<file path="src/rtl/reg_dump_reader.sv">
// Debug-port register dump sequencer: walks first_addr..last_addr (with wrap) and streams each
// register's value over valid/ready. Define REG_DUMP_CHECKSUM_EN to append a modular checksum word.
module reg_dump_reader #(
  parameter int ADDR_W = 5,
  parameter int DATA_W = 16
) (
  input  logic              clk,
  input  logic              rst,
  input  logic              start,
  input  logic [ADDR_W-1:0] first_addr,
  input  logic [ADDR_W-1:0] last_addr,
  input  logic              abort,
  input  logic [DATA_W-1:0] final_res,
  output logic [ADDR_W-1:0] reg_addr,
  output logic              out_valid,
  input  logic              out_ready,
  output logic [DATA_W-1:0] out_data,
  output logic [ADDR_W-1:0] out_idx,
  output logic              out_last,
  output logic              busy,
  output logic              done
);

  localparam logic [2:0] IDLE  = 3'd0;
  localparam logic [2:0] FETCH = 3'd1;
  localparam logic [2:0] SEND  = 3'd2;
  localparam logic [2:0] DONE  = 3'd3;
`ifdef REG_DUMP_CHECKSUM_EN
  localparam logic [2:0] SUM   = 3'd4;
`endif

  logic [2:0]        state_q, state_d;
  logic [ADDR_W-1:0] reg_addr_q, reg_addr_d;
  logic [ADDR_W-1:0] last_q, last_d;
  logic              out_valid_q, out_valid_d;
  logic [DATA_W-1:0] out_data_q, out_data_d;
  logic [ADDR_W-1:0] out_idx_q, out_idx_d;
  logic              out_last_q, out_last_d;
`ifdef REG_DUMP_CHECKSUM_EN
  logic [DATA_W-1:0] acc_q, acc_d;
`endif

  always_comb begin
    state_d     = state_q;
    reg_addr_d  = reg_addr_q;
    last_d      = last_q;
    out_valid_d = out_valid_q;
    out_data_d  = out_data_q;
    out_idx_d   = out_idx_q;
    out_last_d  = out_last_q;
`ifdef REG_DUMP_CHECKSUM_EN
    acc_d       = acc_q;
`endif
    case (state_q)
      IDLE: begin
        if (start) begin
          reg_addr_d = first_addr;
          last_d     = last_addr;
          state_d    = FETCH;
`ifdef REG_DUMP_CHECKSUM_EN
          acc_d      = '0;
`endif
        end
      end
      FETCH: begin
        out_data_d  = final_res;
        out_idx_d   = reg_addr_q;
        out_valid_d = 1'b1;
`ifdef REG_DUMP_CHECKSUM_EN
        out_last_d  = 1'b0;
`else
        out_last_d  = (reg_addr_q == last_q);
`endif
        state_d     = SEND;
      end
      SEND: begin
        if (out_valid_q && out_ready) begin
          out_valid_d = 1'b0;
`ifdef REG_DUMP_CHECKSUM_EN
          acc_d       = acc_q + out_data_q;
`endif
          if (reg_addr_q == last_q) begin
`ifdef REG_DUMP_CHECKSUM_EN
            state_d = SUM;
`else
            state_d = DONE;
`endif
          end else begin
            reg_addr_d = reg_addr_q + {{(ADDR_W-1){1'b0}}, 1'b1};
            state_d    = FETCH;
          end
        end
      end
`ifdef REG_DUMP_CHECKSUM_EN
      // First cycle loads the checksum word (mirrors FETCH), then waits for the handshake.
      SUM: begin
        if (!out_valid_q) begin
          out_data_d  = acc_q;
          out_idx_d   = last_q;
          out_last_d  = 1'b1;
          out_valid_d = 1'b1;
        end else if (out_ready) begin
          out_valid_d = 1'b0;
          state_d     = DONE;
        end
      end
`endif
      DONE:    state_d = IDLE;
      default: state_d = IDLE;
    endcase
    // Abort overrides any handshake completing in the same cycle.
    if (abort && (state_q != IDLE)) begin
      state_d     = IDLE;
      out_valid_d = 1'b0;
      out_last_d  = 1'b0;
    end
  end

  always_ff @(posedge clk or negedge rst) begin
    if (!rst) begin
      state_q     <= IDLE;
      reg_addr_q  <= '0;
      last_q      <= '0;
      out_valid_q <= 1'b0;
      out_data_q  <= '0;
      out_idx_q   <= '0;
      out_last_q  <= 1'b0;
`ifdef REG_DUMP_CHECKSUM_EN
      acc_q       <= '0;
`endif
    end else begin
      state_q     <= state_d;
      reg_addr_q  <= reg_addr_d;
      last_q      <= last_d;
      out_valid_q <= out_valid_d;
      out_data_q  <= out_data_d;
      out_idx_q   <= out_idx_d;
      out_last_q  <= out_last_d;
`ifdef REG_DUMP_CHECKSUM_EN
      acc_q       <= acc_d;
`endif
    end
  end

  assign reg_addr  = reg_addr_q;
  assign out_valid = out_valid_q;
  assign out_data  = out_data_q;
  assign out_idx   = out_idx_q;
  assign out_last  = out_last_q;
  assign busy      = (state_q != IDLE);
  assign done      = (state_q == DONE);

endmodule

</file>
<file path="config.mk">
export PLATFORM = sky130hd
export DESIGN_NAME = reg_dump_reader
export DESIGN_NICKNAME = d
export VERILOG_FILES = /design/src/rtl/reg_dump_reader.sv
export SDC_FILE = /design/constraint.sdc
export NUM_CORES = 1
export LEC_CHECK = 0
export CAP_MARGIN = 20
export CORE_UTILIZATION = 40
export CTS_CLUSTER_SIZE = 8
export DETAILED_ROUTE_END_ITERATION = 7
export HOLD_SLACK_MARGIN = 0.02
export PLACE_DENSITY_LB_ADDON = 0.25
export SLEW_MARGIN = 5
export SYNTH_ARGS = -nofsm -noshare
export SYNTH_HDL_FRONTEND = slang
export SYNTH_SLANG_ARGS = --single-unit
</file>
<file path="constraint.sdc">
create_clock -name clk -period 3 [get_ports clk]
set_input_delay 0.6 -clock clk [delete_from_list [all_inputs] [get_ports clk]]
set_output_delay 0.6 -clock clk [all_outputs]
set_load 0.02 [all_outputs]
</file>
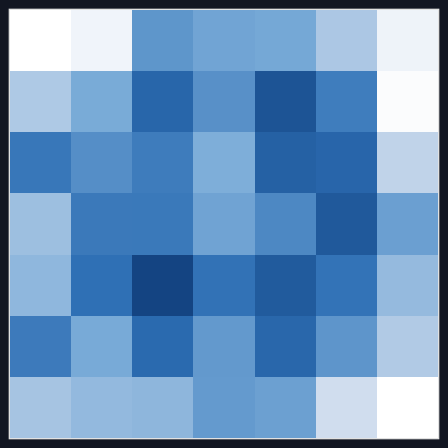
(local utilization)
The die is cut into 7 by 7 equal tiles; white is low, dark blue is high, 0 to 100% covered.
nearly empty tiles = 6.1%
mean over tiles = 53%
tiles over 75% full = 18%
fullest tile = 92%

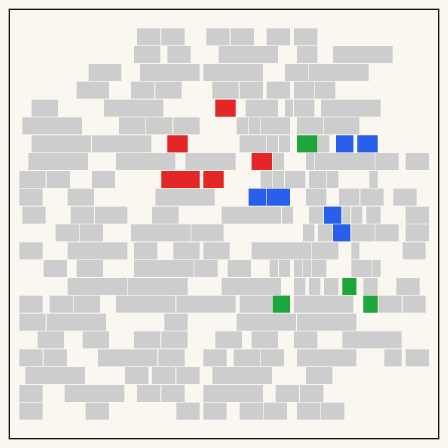
(logic cells by family)
red -> xor and xnor cells  # cells 5
green -> and/or cells  # cells 4
blue -> non-inverting ao/oa cells  # cells 6, where east

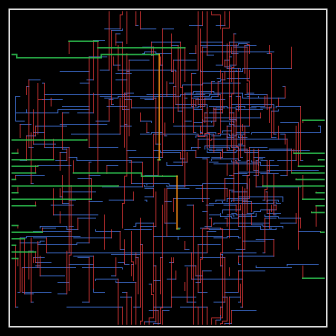
(metal layers overlaid)
green -> metal 3  # wire length 232 um
red -> metal 2  # wire length 1,660 um
blue -> metal 1  # wire length 1,410 um
orange -> metal 4  # wire length 32.6 um

-- cell type report --
class / instances / area, sq um
fill: 307 / 1411
timing repair buffer: 61 / 608.1
multi-input combinational: 79 / 685.7
sequential: 35 / 875.8
tap: 48 / 60.06
clock inverter: 1 / 5.005
inverter: 4 / 15.01
clock buffer: 6 / 82.58
-- power by group through the flow --
stage	sequential [mW]	clock, mW	combinational (mW)
after floorplan	0.958	0	0.373
after global routing	0.830	0.372	1.02
after detailed placement	0.813	0	0.957
final	0.801	0.335	0.949
after CTS	0.806	0.346	0.961
after global placement	0.802	0	0.942
-- flip-flops by register name, summed over array words and instances, names as in the netlist --
name / count
out_idx: 5
reg_addr: 5
out_valid: 1
state_q: 2
out_data: 16
last_q: 5
out_last: 1
==> results_slide.txt <==
Synthesis and Place & Route Summary

Setup path
  – CP Depth: 2
  – Maximum fanout along the worst path: 11
  – Critical Path AT: 1660 ps
  – Slowest-stage cell, CP: clkdlybuf4s50_1
  – Crit path max-delay family: buffers and inverters
  – CP max stage delay: 540 ps

Place
  – Placed cells: 227

Synth
  – Yosys Chip Area: 1602 sq um
  – Top cells, area: dfrtp_1 55%, mux2_2 15%, mux2_1 3.5%, a2bb2oi_1 1.6%, xor2_1 1.6%
  – Simple share: 8.984%
  – Nets at Floorplan: 155

Final timing
  – Setup ws final: 740.7 ps
  – Unrepaired setup endpoints after global routing: false
  – Setup TNS: 0 ps
  – Peak Freq: 442.6 MHz
  – Final Hold Fails: 0

Floorplan
  – Total core area: 3744 sq um
  – Ports: 61
  – Floorplan utilization: 42.78%

Power and ir drop
  – PnR Total Power: 2.085 mW
  – Worst vdd ir: 0.5334 mV
  – Internal: 1.338 mW

Global routing
  – Grt total ovfl: 0
  – GR Util met3: 7.813%
  – First-pass GRT wire length: 5.692 mm

Drt
  – DR WL/cell: 14.24 um
  – Vias per Instance: 5.021
  – Antenna-violating nets left: 0
  – Initial DRC count: 100
  – Metal-1 WL: 1.409 mm
  – Total Wirelength: 3.331 mm
  – Drt first pass iters: 4

Outcome
  – Status: finished, final reports clean

Cells and area
  – Most numerous logic cell after layout: clkdlybuf4s50_1
  – Share of post-route cells with drive strength above 1: 19.35%
  – Non-filler cells in the finished layout: 234

Hold path
  – WHS Path Cells: 1

Clocking
  – Worst-path clk slew: 70 ps

Job
  – Tool warnings: 26
Power figures rest on the tool's default switching activity, not on a simulated workload.
